`src/rtl/mem_stage_lsu.sv`:
```
// Load/store unit for the memory stage of a pipelined RV32I core.
// It issues one access at a time on a request/grant data bus and stalls the
// pipeline until that access completes. Sub-word stores are placed on their
// byte lanes, loaded data is extracted and extended, and misaligned,
// illegal or timed-out accesses raise a one-cycle error pulse.
module mem_stage_lsu #(
    parameter int unsigned TIMEOUT = 16
) (
    input  logic        clk,
    input  logic        clr,
    input  logic        MemReadM,
    input  logic        MemWriteM,
    input  logic [2:0]  funct3M,
    input  logic [31:0] ALUResultM,
    input  logic [31:0] WriteDataM,
    output logic [31:0] RD_data,
    output logic        StallM,
    output logic        ErrM,
    output logic        bus_req,
    output logic        bus_we,
    output logic [31:0] bus_addr,
    output logic [31:0] bus_wdata,
    output logic [3:0]  bus_be,
    input  logic        bus_gnt,
    input  logic        bus_rvalid,
    input  logic [31:0] bus_rdata
);

    typedef enum logic [1:0] {IDLE, REQ, WAIT_R, DONE} state_t;

    localparam int CW = (TIMEOUT > 2) ? $clog2(TIMEOUT) : 1;

    state_t        state, state_nxt;
    logic [CW-1:0] cnt;
    logic [1:0]    lat_lo;
    logic [2:0]    lat_f3;

    logic access, illegal, misaligned, fault, valid, timeout_hit;

    // Sign/zero-extend the addressed byte or halfword of a read word.
    function automatic logic [31:0] extract(input logic [2:0] f3, input logic [1:0] lo,
                                            input logic [31:0] w);
        logic [7:0]  b;
        logic [15:0] h;
        case (lo)
            2'd0:    b = w[7:0];
            2'd1:    b = w[15:8];
            2'd2:    b = w[23:16];
            default: b = w[31:24];
        endcase
        h = lo[1] ? w[31:16] : w[15:0];
        case (f3)
            3'b000:  return {{24{b[7]}}, b};
            3'b100:  return {24'd0, b};
            3'b001:  return {{16{h[15]}}, h};
            3'b101:  return {16'd0, h};
            default: return w;
        endcase
    endfunction

    // Classify the access presented by the M stage.
    always_comb begin
        access      = MemReadM | MemWriteM;
        illegal     = (MemReadM & MemWriteM)
                    | (MemReadM & (funct3M == 3'b011 || funct3M == 3'b110 || funct3M == 3'b111))
                    | (MemWriteM & (funct3M[2] | (funct3M[1] & funct3M[0])));
        misaligned  = (funct3M[1:0] == 2'b01 && ALUResultM[0])
                    | (funct3M[1:0] == 2'b10 && ALUResultM[1:0] != 2'b00);
        fault       = access & (illegal | misaligned);
        valid       = access & ~fault;
        timeout_hit = (cnt == CW'(TIMEOUT - 1));
    end

    // State register.
    always_ff @(posedge clk or negedge clr) begin
        if (!clr) state <= IDLE;
        else      state <= state_nxt;
    end

    // Next-state and stall decode.
    always_comb begin
        // NOTE: every output of this block gets a default first so no latch is inferred.
        state_nxt = state;
        StallM    = 1'b0;
        case (state)
            IDLE: begin
                StallM = valid & clr;
                if (valid) state_nxt = REQ;
            end
            REQ: begin
                StallM = 1'b1;
                if (bus_gnt)          state_nxt = bus_we ? DONE : WAIT_R;
                else if (timeout_hit) state_nxt = DONE;
            end
            WAIT_R: begin
                StallM = 1'b1;
                if (bus_rvalid || timeout_hit) state_nxt = DONE;
            end
            default: state_nxt = IDLE;
        endcase
    end

    // Bus request registers, timeout counter, error pulse and load result.
    always_ff @(posedge clk or negedge clr) begin
        if (!clr) begin
            // NOTE: sequential state uses non-blocking assignments so all registers update together.
            bus_req   <= 1'b0;
            bus_we    <= 1'b0;
            bus_addr  <= '0;
            bus_wdata <= '0;
            bus_be    <= '0;
            ErrM      <= 1'b0;
            RD_data   <= '0;
            cnt       <= '0;
            lat_lo    <= '0;
            lat_f3    <= '0;
        end else begin
            ErrM <= 1'b0;
            case (state)
                IDLE: begin
                    if (fault) begin
                        ErrM    <= 1'b1;
                        RD_data <= '0;
                    end else if (valid) begin
                        bus_req  <= 1'b1;
                        bus_we   <= MemWriteM;
                        bus_addr <= {ALUResultM[31:2], 2'b00};
                        cnt      <= '0;
                        lat_lo   <= ALUResultM[1:0];
                        lat_f3   <= funct3M;
                        if (MemReadM) begin
                            bus_be    <= 4'b1111;
                            bus_wdata <= WriteDataM;
                        end else begin
                            case (funct3M[1:0])
                                2'b00: begin
                                    bus_be    <= 4'b0001 << ALUResultM[1:0];
                                    bus_wdata <= {4{WriteDataM[7:0]}};
                                end
                                2'b01: begin
                                    bus_be    <= ALUResultM[1] ? 4'b1100 : 4'b0011;
                                    bus_wdata <= {2{WriteDataM[15:0]}};
                                end
                                default: begin
                                    bus_be    <= 4'b1111;
                                    bus_wdata <= WriteDataM;
                                end
                            endcase
                        end
                    end
                end
                REQ: begin
                    cnt <= cnt + 1'b1;
                    if (bus_gnt) begin
                        bus_req <= 1'b0;
                    end else if (timeout_hit) begin
                        bus_req <= 1'b0;
                        ErrM    <= 1'b1;
                        RD_data <= '0;
                    end
                end
                WAIT_R: begin
                    cnt <= cnt + 1'b1;
                    if (bus_rvalid) begin
                        RD_data <= extract(lat_f3, lat_lo, bus_rdata);
                    end else if (timeout_hit) begin
                        ErrM    <= 1'b1;
                        RD_data <= '0;
                    end
                end
                default: ;
            endcase
        end
    end

endmodule

```
`config.mk`:
```
export PLATFORM = sky130hd
export DESIGN_NAME = mem_stage_lsu
export DESIGN_NICKNAME = d
export VERILOG_FILES = /design/src/rtl/mem_stage_lsu.sv
export SDC_FILE = /design/constraint.sdc
export NUM_CORES = 1
export LEC_CHECK = 0
export CAP_MARGIN = 30
export CORE_UTILIZATION = 40
export DETAILED_ROUTE_END_ITERATION = 8
export PLACE_DENSITY_LB_ADDON = 0.2
export SYNTH_ARGS = -nofsm -noshare
export SYNTH_HDL_FRONTEND = slang
export SYNTH_SLANG_ARGS = --single-unit
```
`constraint.sdc`:
```
create_clock -name clk -period 4.5 [get_ports clk]
set_input_delay 0.45 -clock clk [delete_from_list [all_inputs] [get_ports clk]]
set_output_delay 0.45 -clock clk [all_outputs]
set_load 0.01 [all_outputs]
```
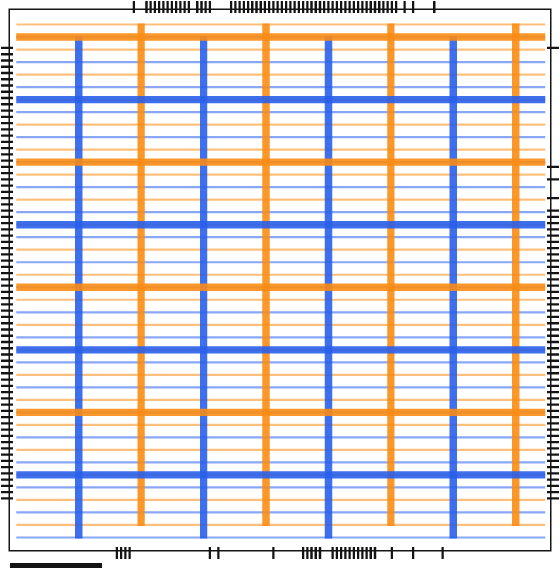
run_1/pdn.png
The bar under the picture is 20 microns long. Pins as bars on the die edge.
- blue: VSS
- orange: VDD
- met5 straps: 8
- rows: 41
Horiz. Die Dim: 117.4 microns
core region area: 12820 sq um

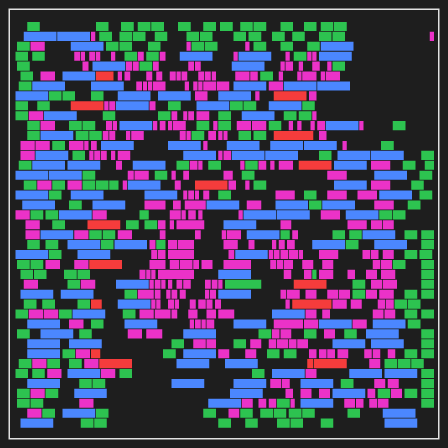
run_1/cell_classes.png
- green: other buffers and delay cells (cells 212; share of their area 28%)
- red: clock drivers and dummy loads (cells 15; share of their area 4.2%)
- blue: flops (cells 112; share of their area 37%)
- magenta: all other logic (cells 319; share of their area 31%)
sequential share of cell area: 35.89%
Core Util, Final: 60.90%

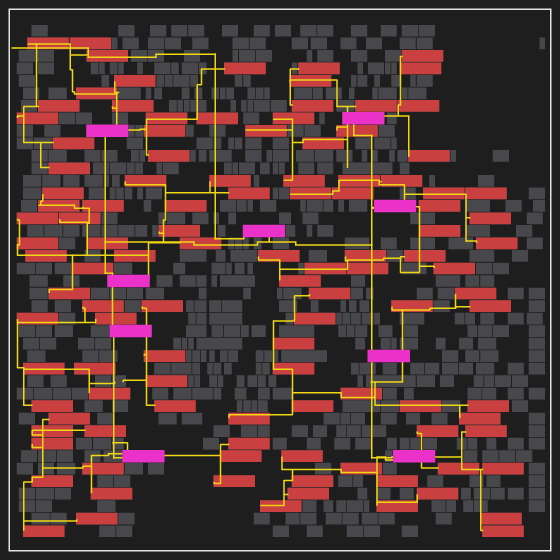
run_1/clock_map.png
- red: flip-flops (count 112)
- magenta: cells driving clock nets (count 9)
- yellow: clock wires (length 1330 microns)
- routed clock nets: 10
- flops lie: spread over the die
Late-Pin Clk Latency: 0.35 ns
part of the power in the clock network: 16.5%

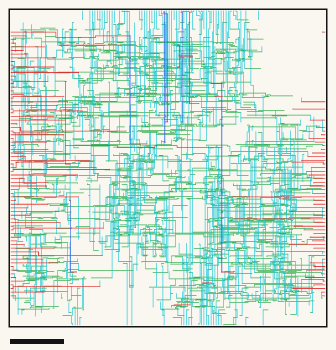
run_1/metal_stack.png
The bar under the picture is 20 microns long.
- blue: met4 (wire length 339 microns)
- red: met3 (wire length 1320 microns)
- cyan: met2 (wire length 7020 microns)
- green: met1 (wire length 6160 microns)
average detailed-routed wire length per instance: 17.87 microns
total routing usage reported by global routing: 22.23%
final wirelength: 14830 microns
vias post-DR: 4362

==> ci_impl_report.md, run 1 <==
## Implementation flow summary

| Metric | Value |
|---|---|
| Most numerous cell in the Yosys netlist | `sky130_fd_sc_hd__dfrtp_1` |
| Reg area | `2803 sq um` |
| GRT Residual Overflow | `0` |
| Final Hold Vio Count | `0` |
| Flip-flops with a built-in enable | `0` |
| Dpl cell area | `about 7500 sq um` |
| DR iter-0 viols | `368` |
| Boundary Pins | `between 200 and 250` |
| Floorplan utilization | `between 40% and 50%` |
| Kind of end point of the critical path | `output pin` |
| Setup slack at placement | `1.164 ns` |
| Fmax | `around 0.32 GHz` |
| Antenna fix cells | `0` |
| Met1 Use GR | `27.34%` |
| Final Non-Filler Cells | `a little over 800` |
| Clock transition time at the flip-flop clock pins of the worst setup and hold paths | `roughly 0.07 ns` |
| Fin worst setup slack | `around 1.3 ns` |
| Clock H-tree levels | `3` |
| Total Power | `5.198 mW` |
| Post-synthesis instance area | `~5300 sq um` |
| Run status | `finished, final reports clean` |
| Most frequent cells in the layout | `205 x sky130_fd_sc_hd__clkdlybuf4s50_1, 112 x sky130_fd_sc_hd__dfrtp_1, 51 x sky130_fd_sc_hd__mux2_2` |
| Antenna Nets Post-Route | `0` |
| Most frequent logic cell in the layout | `sky130_fd_sc_hd__clkdlybuf4s50_1` |
| Average instance area after synthesis | `11.45 sq um` |
| Clock tree from TritonCTS | `yes` |
| Power dissipated by switching net loads | `1.837 mW` |
| Post-CTS setup buffers | `0` |
| Post-synthesis cell count from yosys | `465` |
| Post-synth ARST share | `100.0%` |
| Maximum clock path buffer count | `2` |
| Number of warning messages in the logs | `30` |
| Most used flip-flop cell | `sky130_fd_sc_hd__dfrtp_1` |
| Iteration count of the initial detailed-routing pass | `4` |
| Met2 Resource Use GR | `around 36%` |
| Sink Count | `112` |
| Startpoint type of the worst setup path | `input port` |
| Count of nets after finishing | `764` |
| Cell count after placement | `between 800 and 900` |
| Type of the most critical hold path | `in2async` |
| Setup-violating endpoint count in the final report | `0` |
| Cell type with the highest aggregate area in the netlist | `sky130_fd_sc_hd__dfrtp_1` |
| Port buffer count | `between 200 and 250` |
| Sum of routed wire segments on met1 | `6164 microns` |
| Mux cell area share after synthesis | `13.08%` |
| Basic Gates by Area | `9.631%` |
| Vias per inst | `5.255` |
| Worst vdd ir | `0.0003766 V` |
| Multi-input logic area | `between 2000 and 2500 sq um` |
| Total cell area reported by yosys after synthesis | `5326 sq um` |
| Global routing met3 resource utilization | `7.733%` |
| Slowest cell delay on critical path | `0.58 ns` |
| Synth Area in Compound Gates | `roughly a fifth` |
| Proportion of total power due to net switching | `35.35%` |
| Layout cell share with drive strength beyond 1 | `14.29%` |
| Post-route cell area | `7810 sq um` |
| Xor-xnor portion of the synthesized cell area | `0%` |
| Global placer's final weighted congestion | `0.8525` |
| Number of buffers created by CTS | `9` |
| Main logic family after synthesis | `AND-OR/OR-AND gates` |
| Count of hold buffers inserted by post-cts repair | `0` |
| Fraction of post-synthesis cell area in the top cell type by area | `a little over half` |
| Time the final worst path needs with I/O delays and setup | `3.158 ns` |
| Met2 routed WL | `7016 microns` |
| Data arrival time of the critical path | `around 2.7 ns` |
| Worst slew pin tran | `0.9108 ns` |
| Most heavily used metal layer in global routing | `met2` |
| Comb pwr | `2.57 mW` |
| Tally of yosys warning messages | `0` |
| Most prevalent standard cell on the critical path | `sky130_fd_sc_hd__clkdlybuf4s50_1` |
| Synthesized-area fraction occupied by adder cells | `under 10%` |
| Worst path slowest cell | `sky130_fd_sc_hd__clkdlybuf4s50_1` |
| Post-route DRC violation count | `0` |
| Largest net degree at the start of global routing | `104` |
| Worst Setup Path Type | `in2out` |
| Power density over the cells | `~670 nW/um^2` |
| Number of storage elements in the synthesis netlist | `112` |
| Synth top area cells | `sky130_fd_sc_hd__dfrtp_1 53%, sky130_fd_sc_hd__mux2_2 11%, sky130_fd_sc_hd__a21oi_1 4.2%, sky130_fd_sc_hd__nor2_1 3.0%, sky130_fd_sc_hd__o2bb2ai_2 2.8%` |
| Clock root buffer | `sky130_fd_sc_hd__clkbuf_16` |
| Leak Pwr | `3.171 nW` |
| Highest-power group | `combinational logic` |
| Setup_tns | `0 ns` |
| Power dissipated in sequential cells | `1.77 mW` |
| Detail Route met3 WL | `1315 microns` |
| Cell-by-cell listing of the critical path | `clkdlybuf4s50_1 > buf_4 > nor4_1 > a211oi_4 > nor3_4 > a21oi_1 > nor2_1 > clkdlybuf4s50_1` |
| Logic pwr share | `49.5%` |
| Dpl hpwl | `10920 microns` |
| Number of distinct standard cells referenced by the synthesized netlist | `48` |
| Number of antenna violations at the first check in global routing | `0` |
| Relative slew slack | `38.83%` |
| Number of buffers and inverters on the critical path | `3` |
| First-pass GRT wire length | `23920 microns` |
| Internal power | `3.360 mW` |
| Rows | `41` |
| Die outline area | `13780 sq um` |
| CTS-repair resized insts | `0` |
| Post-route clock period utilization | `around 70%` |
| Instance count of the mapped netlist | `465` |
| Biggest fanout along the worst timing path | `16` |
-- run 1: final cells by class --
type / count / area share [%]
Multi-Input combinational cell: 308 / 29.57
Inverter: 11 / 0.5287
Timing Repair Buffer: 212 / 27.15
Clock inverter: 5 / 1.041
Tap cell: 172 / 2.756
Sequential cell: 112 / 35.89
Clock buffer: 10 / 3.060
-- run 1: path summary, 6_finish.rpt --
check	startpoint	endpoint	slack (ns)	cells past startpoint
max in group asynchronous	clr	bus_we	3.11	2
worst max register to register	state[0]	RD_data[21]	2.17	5
worst max-delay path	funct3M[0]	StallM	1.34	8
worst min-delay path	clr	RD_data[5]	0.18	1
worst min register to register	RD_data[14]	RD_data[14]	0.50	1
min in group clk	RD_data[14]	RD_data[14]	0.50	1
run_1/final_congestion.png
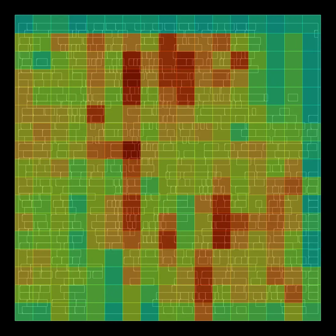

==> run 2, diff against run 1 <==
clock period = 2.8 ns   (was 4.5 ns; I/O delays follow)
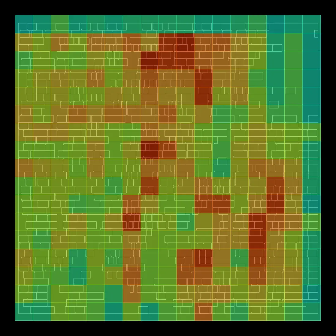
run_2/final_congestion.png
met1 Use GR: 26.72%
met2 Resource Use GR: 36.21%
Core Util, Final: 61.36%
total routing usage reported by global routing: 22.18%

==> ci_impl_report.md, run 2 <==
## Implementation flow summary

| Metric | Value |
|---|---|
| Run status | `finished, final reports clean` |
| Sum of routed wire segments on met1 | `6135 microns (-0.47%)` |
| Proportion of total power due to net switching | `36.07% (+0.73 points)` |
| Total cell area reported by yosys after synthesis | `5326 sq um (unchanged)` |
| Iteration count of the initial detailed-routing pass | `4 (unchanged)` |
| Tally of yosys warning messages | `0 (unchanged)` |
| Sink Count | `112 (unchanged)` |
| CTS-repair resized insts | `0 (unchanged)` |
| Largest net degree at the start of global routing | `104 (unchanged)` |
| Port buffer count | `206 (unchanged)` |
| Most prevalent standard cell on the critical path | `sky130_fd_sc_hd__buf_4` |
| Logic pwr share | `51.6% (+2.1 points)` |
| Number of buffers and inverters on the critical path | `3 (unchanged)` |
| Number of buffers created by CTS | `9 (unchanged)` |
| Most heavily used metal layer in global routing | `met2` |
| Post-synthesis instance area | `5326 sq um (unchanged)` |
| Power dissipated by switching net loads | `2.989 mW (+63%)` |
| Horiz. Die Dim | `117.4 microns (unchanged)` |
| Slowest cell delay on critical path | `0.81 ns (+0.23 ns)` |
| Number of storage elements in the synthesis netlist | `112 (unchanged)` |
| Buffers excl. clock | `222 (+4.7%)` |
| Post-route clock period utilization | `86.36%` |
| Startpoint type of the worst setup path | `input port` |
| Post-CTS setup buffers | `0 (unchanged)` |
| Post-synthesis cell count from yosys | `465 (unchanged)` |
| Fraction of post-synthesis cell area in the top cell type by area | `52.62% (unchanged)` |
| Power density over the cells | `1053 nW/um^2 (+58%)` |
| Late-Pin Clk Latency | `0.35 ns (about the same)` |
| Synthesized-area fraction occupied by adder cells | `1.175% (unchanged)` |
| Final Non-Filler Cells | `841 (+1.3%)` |
| Mux cell area share after synthesis | `13.08% (unchanged)` |
| First-pass GRT wire length | `23950 microns (+0.11%)` |
| Multi-input logic area | `2312 sq um (+0.11%)` |
| Count of nets after finishing | `774 (+1.3%)` |
| Number of distinct standard cells referenced by the synthesized netlist | `48 (unchanged)` |
| Biggest fanout along the worst timing path | `16 (unchanged)` |
| Most numerous cell in the Yosys netlist | `sky130_fd_sc_hd__dfrtp_1` |
| Detail Route met3 WL | `1290 microns (-1.9%)` |
| Clock buffer count | `10 (unchanged)` |
| DR iter-0 viols | `296 (-20%)` |
| Average instance area after synthesis | `11.45 sq um (unchanged)` |
| Basic Gates by Area | `9.631% (unchanged)` |
| Clock H-tree levels | `3 (unchanged)` |
| Xor-xnor portion of the synthesized cell area | `0% (unchanged)` |
| Worst path slowest cell | `sky130_fd_sc_hd__nor4_4` |
| Dpl hpwl | `10960 microns (+0.39%)` |
| Antenna fix cells | `0 (unchanged)` |
| Count of cells along the worst register-to-register path | `5 (unchanged)` |
| Vias post-DR | `4420 (+1.3%)` |
| Met2 routed WL | `7045 microns (+0.41%)` |
| Post-synth ARST share | `100.0% (unchanged)` |
| Most frequent logic cell in the layout | `sky130_fd_sc_hd__clkdlybuf4s50_1` |
| Post-route DRC violation count | `0 (unchanged)` |
| Fmax | `0.4135 GHz` |
| Multi-In Gates | `308 (unchanged)` |
| Boundary Pins | `209 (unchanged)` |
| Clock tree from TritonCTS | `yes` |
| Sequential share of cell area | `35.62% (-0.27 points)` |
| Timing startpoint of the critical path | `ALUResultM[1]` |
| Relative slew slack | `40.23% (+1.4 points)` |
| Cell type with the highest aggregate area in the netlist | `sky130_fd_sc_hd__dfrtp_1` |
| Cell-by-cell listing of the critical path | `clkdlybuf4s50_1 > nor4_1 > buf_4 > a211oi_4 > buf_4 > nor3b_2 > nor4_4 > a22o_1` |
| Instance count of the mapped netlist | `465 (unchanged)` |
| Time the final worst path needs with I/O delays and setup | `about 2.4 ns` |
| Number of warning messages in the logs | `31 (+3.3%)` |
| Global routing met3 resource utilization | `7.539% (-0.19 points)` |
| Worst Setup Path Type | `in2reg` |
| Setup_tns | `0 ns (unchanged)` |
| Clock root buffer | `sky130_fd_sc_hd__clkbuf_16` |
| Critical path capture point | `RD_data[17]` |
| Final Hold Vio Count | `0 (unchanged)` |
| Clock transition time at the flip-flop clock pins of the worst setup and hold paths | `0.07 ns (about the same)` |
| Registers with the most flip-flops | `RD_data: 32 flops, bus_wdata: 32 flops, bus_addr: 30 flops` |
| Count of hold buffers inserted by post-cts repair | `0 (unchanged)` |
| Internal power | `5.297 mW (+58%)` |
| Capture point of the worst reg-to-reg path | `RD_data[17]` |
| Comb pwr | `4.27 mW (+66%)` |
| Data arrival time of the critical path | `2.71 ns (about the same)` |
| Fraction of area in multi-input gates | `29.38% (-0.19 points)` |
| Layout cell share with drive strength beyond 1 | `15.84% (+1.6 points)` |
| Leak Pwr | `3.215 nW (+1.4%)` |
| Main logic family after synthesis | `AND-OR/OR-AND gates` |
| Flip-flops with a built-in enable | `0 (unchanged)` |
| Worst vdd ir | `0.0006886 V (+83%)` |
| Antenna Nets Post-Route | `0 (unchanged)` |
| Worst flop-to-flop path startpoint | `state[1]` |
| Synth Area in Compound Gates | `19.22% (unchanged)` |
| Type of the most critical hold path | `in2async` |
| Die outline area | `13780 sq um (unchanged)` |
| Reg-to-reg setup timing slack | `0.51 ns (-1.66 ns)` |
| Part of the power in the clock network | `14.5% (-2.0 points)` |
| Cell count after placement | `825 (+1.4%)` |
| Global placer's final weighted congestion | `0.8124 (-4.7%)` |
| Kind of end point of the critical path | `flop` |
| Total number of tap cells | `172 (unchanged)` |
| Seq cells | `112 (unchanged)` |
| Number of antenna violations at the first check in global routing | `0 (unchanged)` |
| Power dissipated in sequential cells | `2.81 mW (+59%)` |
| Worst slew pin tran | `0.8966 ns (-0.01413 ns)` |
| Core region area | `12820 sq um (unchanged)` |
| Most used flip-flop cell | `sky130_fd_sc_hd__dfrtp_1` |
| Highest-power group | `combinational logic` |
| Maximum clock path buffer count | `2 (unchanged)` |
| Non-clock inverter count | `11 (unchanged)` |
| Reg area | `2803 sq um (unchanged)` |
| Setup-violating endpoint count in the final report | `0 (unchanged)` |
| Clock buffers and inverters, area share | `3.498% (-0.60 points)` |
| Number of logic stages on the critical path including buffering | `8 (unchanged)` |
| Vias per inst | `5.256 (about the same)` |
| Synth top area cells | `sky130_fd_sc_hd__dfrtp_1 53%, sky130_fd_sc_hd__mux2_2 11%, sky130_fd_sc_hd__a21oi_1 4.2%, sky130_fd_sc_hd__nor2_1 3.0%, sky130_fd_sc_hd__o2bb2ai_2 2.8%` |
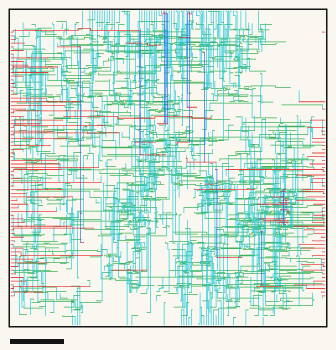
run_2/metal_stack.png
The bar under the picture is 20 microns long.
- green: met1 (wire length 6140 microns)
- cyan: met2 (wire length 7050 microns)
- blue: met4 (wire length 393 microns)
- red: met3 (wire length 1290 microns)
average detailed-routed wire length per instance: 17.68 microns
final wirelength: 14870 microns

run 2: cell count changes in the layout (fill, tap and decap cells not counted), sizes merged:
cell           delta
dlymetal6s2s      +1
clkinvlp          +1
bufinv            -2
buf               +9
clkinv            +2
clkdlybuf4s18     +1
clkdlybuf4s50     -1
run 2: metrics by stage:
stage	power, mW	util [%]	area [sq um]	worst slack (ns)	hold slack (ns)
6_report	8.286	61.36	7869	0.3819	0.04135
5_1_grt	8.798	61.36	7869	0.2794	0.08476
4_1_cts	8.371	61.32	7864	0.06864	0.06475
3_5_place_dp	7.126	59.17	7589	0.04128	0.4466
3_3_place_gp	7.010	59.09	7579	0.1777	0.4446
2_1_floorplan	5.017	-	5330	0.7649	-0.01559
No activity file was given, so power comes from the tool's default toggle rates.
